Figure 1. The metal 1 layer.
The bar under the picture is 20 um long.
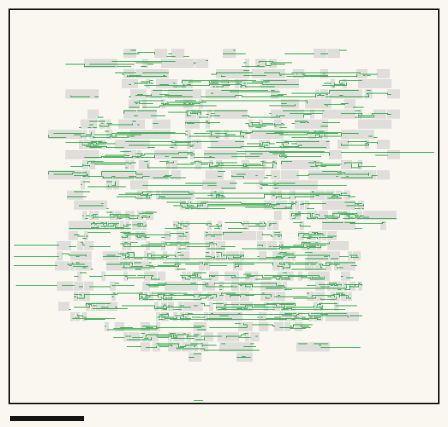
Figure 2. Metal 2.
The bar under the picture is 20 um long.
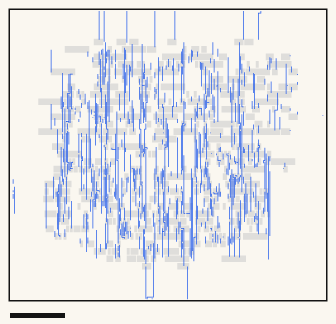
Figure 3. The metal 3 layer.
The bar under the picture is 20 um long.
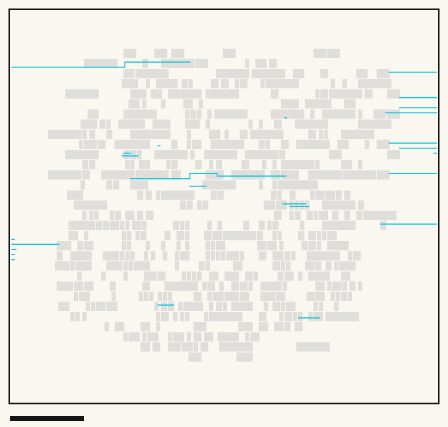
File: src/rtl/bpsk_demodulator.sv
`default_nettype none
// ============================================================================
// Module      : bpsk_demodulator
// Description : BPSK demodulator. Each symbol is one carrier period of
//               WAVELENGTH samples. A square-wave reference correlator adds
//               the first half-period and subtracts the second. The sign of
//               the sum gives the bit, and its magnitude gives a confidence
//               flag. Bits are packed MSB-first into bytes. An all-zero byte
//               ends the frame.
// Ports       : clock        - sole clock, rising edge
//               reset_n      - asynchronous active-low reset
//               flush        - synchronous clear of frame state
//               sample_valid - qualifies sample
//               sample       - signed carrier amplitude
//               bit_valid    - one-cycle pulse per decided symbol
//               bit_out      - decided bit (qualified by bit_valid)
//               bit_weak     - |sum| < THRESHOLD (qualified by bit_valid)
//               byte_valid   - one-cycle pulse per assembled byte
//               byte_out     - last assembled byte, held
//               frame_done   - high while in DONE
// Revision    : 1.0 - initial release
// ============================================================================
module bpsk_demodulator #(
    parameter int DATA_WIDTH = 8,
    parameter int WAVELENGTH = 16,
    parameter int THRESHOLD  = 64
) (
    input  logic                         clock,
    input  logic                         reset_n,
    input  logic                         flush,
    input  logic                         sample_valid,
    input  logic signed [DATA_WIDTH-1:0] sample,
    output logic                         bit_valid,
    output logic                         bit_out,
    output logic                         bit_weak,
    output logic                         byte_valid,
    output logic [7:0]                   byte_out,
    output logic                         frame_done
);

    localparam int IDX_W = $clog2(WAVELENGTH);
    localparam int ACC_W = DATA_WIDTH + IDX_W + 1;
    localparam logic [IDX_W-1:0]        IDX_LAST = IDX_W'(WAVELENGTH - 1);
    localparam logic signed [ACC_W:0]   THRESH   = (ACC_W + 1)'(THRESHOLD);

    typedef enum logic [1:0] {
        IDLE = 2'd0,
        RUN  = 2'd1,
        DONE = 2'd2
    } state_t;

    state_t                    state_q, state_d;
    logic [IDX_W-1:0]          idx_q, idx_d;
    logic signed [ACC_W-1:0]   acc_q, acc_d;
    logic [2:0]                cnt_q, cnt_d;
    logic [7:0]                shreg_q, shreg_d;
    logic [7:0]                byte_q, byte_d;
    logic                      bit_valid_q, bit_valid_d;
    logic                      bit_out_q, bit_out_d;
    logic                      bit_weak_q, bit_weak_d;
    logic                      byte_valid_q, byte_valid_d;

    logic signed [ACC_W-1:0]   sample_ext;
    logic signed [ACC_W-1:0]   sum;
    logic signed [ACC_W:0]     sum_wide;
    logic signed [ACC_W:0]     sum_mag;
    logic [7:0]                shreg_next;
    logic                      accept;

    always_ff @(posedge clock or negedge reset_n) begin
        if (!reset_n) begin
            state_q      <= IDLE;
            idx_q        <= '0;
            acc_q        <= '0;
            cnt_q        <= '0;
            shreg_q      <= '0;
            byte_q       <= '0;
            bit_valid_q  <= 1'b0;
            bit_out_q    <= 1'b0;
            bit_weak_q   <= 1'b0;
            byte_valid_q <= 1'b0;
        end else begin
            state_q      <= state_d;
            idx_q        <= idx_d;
            acc_q        <= acc_d;
            cnt_q        <= cnt_d;
            shreg_q      <= shreg_d;
            byte_q       <= byte_d;
            bit_valid_q  <= bit_valid_d;
            bit_out_q    <= bit_out_d;
            bit_weak_q   <= bit_weak_d;
            byte_valid_q <= byte_valid_d;
        end
    end

    always_comb begin
        state_d      = state_q;
        idx_d        = idx_q;
        acc_d        = acc_q;
        cnt_d        = cnt_q;
        shreg_d      = shreg_q;
        byte_d       = byte_q;
        bit_valid_d  = 1'b0;
        bit_out_d    = bit_out_q;
        bit_weak_d   = bit_weak_q;
        byte_valid_d = 1'b0;

        sample_ext = {{(ACC_W - DATA_WIDTH){sample[DATA_WIDTH-1]}}, sample};
        // WAVELENGTH is a power of two, so the index MSB marks the second
        // half-period, where the reference carrier is negative.
        sum        = idx_q[IDX_W-1] ? (acc_q - sample_ext) : (acc_q + sample_ext);
        // One extra bit keeps the negation of the most negative sum exact.
        sum_wide   = {sum[ACC_W-1], sum};
        sum_mag    = sum[ACC_W-1] ? -sum_wide : sum_wide;
        shreg_next = {shreg_q[6:0], sum[ACC_W-1]};
        accept     = sample_valid && (state_q != DONE);

        if (flush) begin
            // Flush wins over a coincident sample and kills any decision
            // that sample would have produced.
            state_d = IDLE;
            idx_d   = '0;
            acc_d   = '0;
            cnt_d   = '0;
            shreg_d = '0;
        end else if (accept) begin
            if (state_q == IDLE) begin
                state_d = RUN;
            end
            if (idx_q == IDX_LAST) begin
                idx_d       = '0;
                acc_d       = '0;
                bit_valid_d = 1'b1;
                bit_out_d   = sum[ACC_W-1];
                bit_weak_d  = (sum_mag < THRESH);
                shreg_d     = shreg_next;
                cnt_d       = cnt_q + 3'd1;
                if (cnt_q == 3'd7) begin
                    byte_d       = shreg_next;
                    byte_valid_d = 1'b1;
                    if (shreg_next == 8'h00) begin
                        state_d = DONE;
                    end
                end
            end else begin
                idx_d = idx_q + IDX_W'(1);
                acc_d = sum;
            end
        end
    end

    assign bit_valid  = bit_valid_q;
    assign bit_out    = bit_out_q;
    assign bit_weak   = bit_weak_q;
    assign byte_valid = byte_valid_q;
    assign byte_out   = byte_q;
    assign frame_done = (state_q == DONE);

endmodule
`default_nettype wire

File: config.mk
export PLATFORM = sky130hd
export DESIGN_NAME = bpsk_demodulator
export DESIGN_NICKNAME = d
export VERILOG_FILES = /design/src/rtl/bpsk_demodulator.sv
export SDC_FILE = /design/constraint.sdc
export NUM_CORES = 1
export LEC_CHECK = 0
export ABC_AREA = 1
export CORE_ASPECT_RATIO = 0.9
export CORE_MARGIN = 10
export CORE_UTILIZATION = 34
export DETAILED_ROUTE_END_ITERATION = 8
export PLACE_DENSITY = 0.48
export SYNTH_ARGS = -nofsm -noshare
export SYNTH_HDL_FRONTEND = slang
export SYNTH_SLANG_ARGS = --single-unit
File: constraint.sdc
create_clock -name clock -period 2.9 [get_ports clock]
set_clock_uncertainty 0.05 [all_clocks]
set_input_delay 0.58 -clock clock [delete_from_list [all_inputs] [get_ports clock]]
set_output_delay 0.58 -clock clock [all_outputs]
set_load 0.05 [all_outputs]
==> out/metrics.yaml <==
regArea_mm2: 0.001027
share_seq_of_total_power_pct: 34.5
area_of_all_placed_cells_without_fillers_mm2: 0.003732
tap-cell-count: 99
design.portCount: 25
hold-worst-slack_ns: 0.3544
slew_headroom_pct: 38.76
globalRouteOverflowTotal: 0
category_of_the_critical_setup_timing_path: "input port to flip-flop"
end_of_the_worst_register_to_register_path: "state_q[0]$_DFFE_PN0P_"
clock_sinks: 41
clock_power_w: 0.000566
grt.met1_usage_pct: 17.62
internal_w: 0.001249
synth.largest_area_cell: "sky130_fd_sc_hd__dfrtp_1"
critical_path.most_common_cell: "sky130_fd_sc_hd__nand2_1"
max_slew.worst_pin.slew_ns: 0.9186
port_buffers: 24
unrepaired_setup_endpoints_after_global_routing: "yes"
n_clock_buffer: 5
comb_area_share_pct: 45.76
buffers: 60
design.core.area_mm2: 0.007990
mostFrequentLayoutCell: "sky130_fd_sc_hd__nand2_1"
num_rows: 31
logic_gate_count: 267
max_flop_register: "acc_q"
power.density_mw_per_mm2: 503.1
combGateArea_mm2: 0.001708
timing.setup.tns_ns: 0
path_max_fanout: 5
status: "completed"
antenna-diode-count: 0
worst_r2r_path_depth: 17
cts_htree_levels: 2
seq_area_share_pct: 27.52
Notes on Figure 1 above:
share of all routed wire: 53%
longest straight run: 38.6 um
nets with wire on the layer: 436
main direction: horizontal
wire length on this layer: 3840 um
final wirelength: 7298 um
via count of the routed design: 2557

Notes on Figure 2 above:
longest straight run: 37.4 um
wire length on this layer: 3160 um
Global Route met2 Usage: 18.09%

Notes on Figure 3 above:
wire length on this layer: 237 um
nets with wire on the layer: 22
GR Util met3: 2.551%

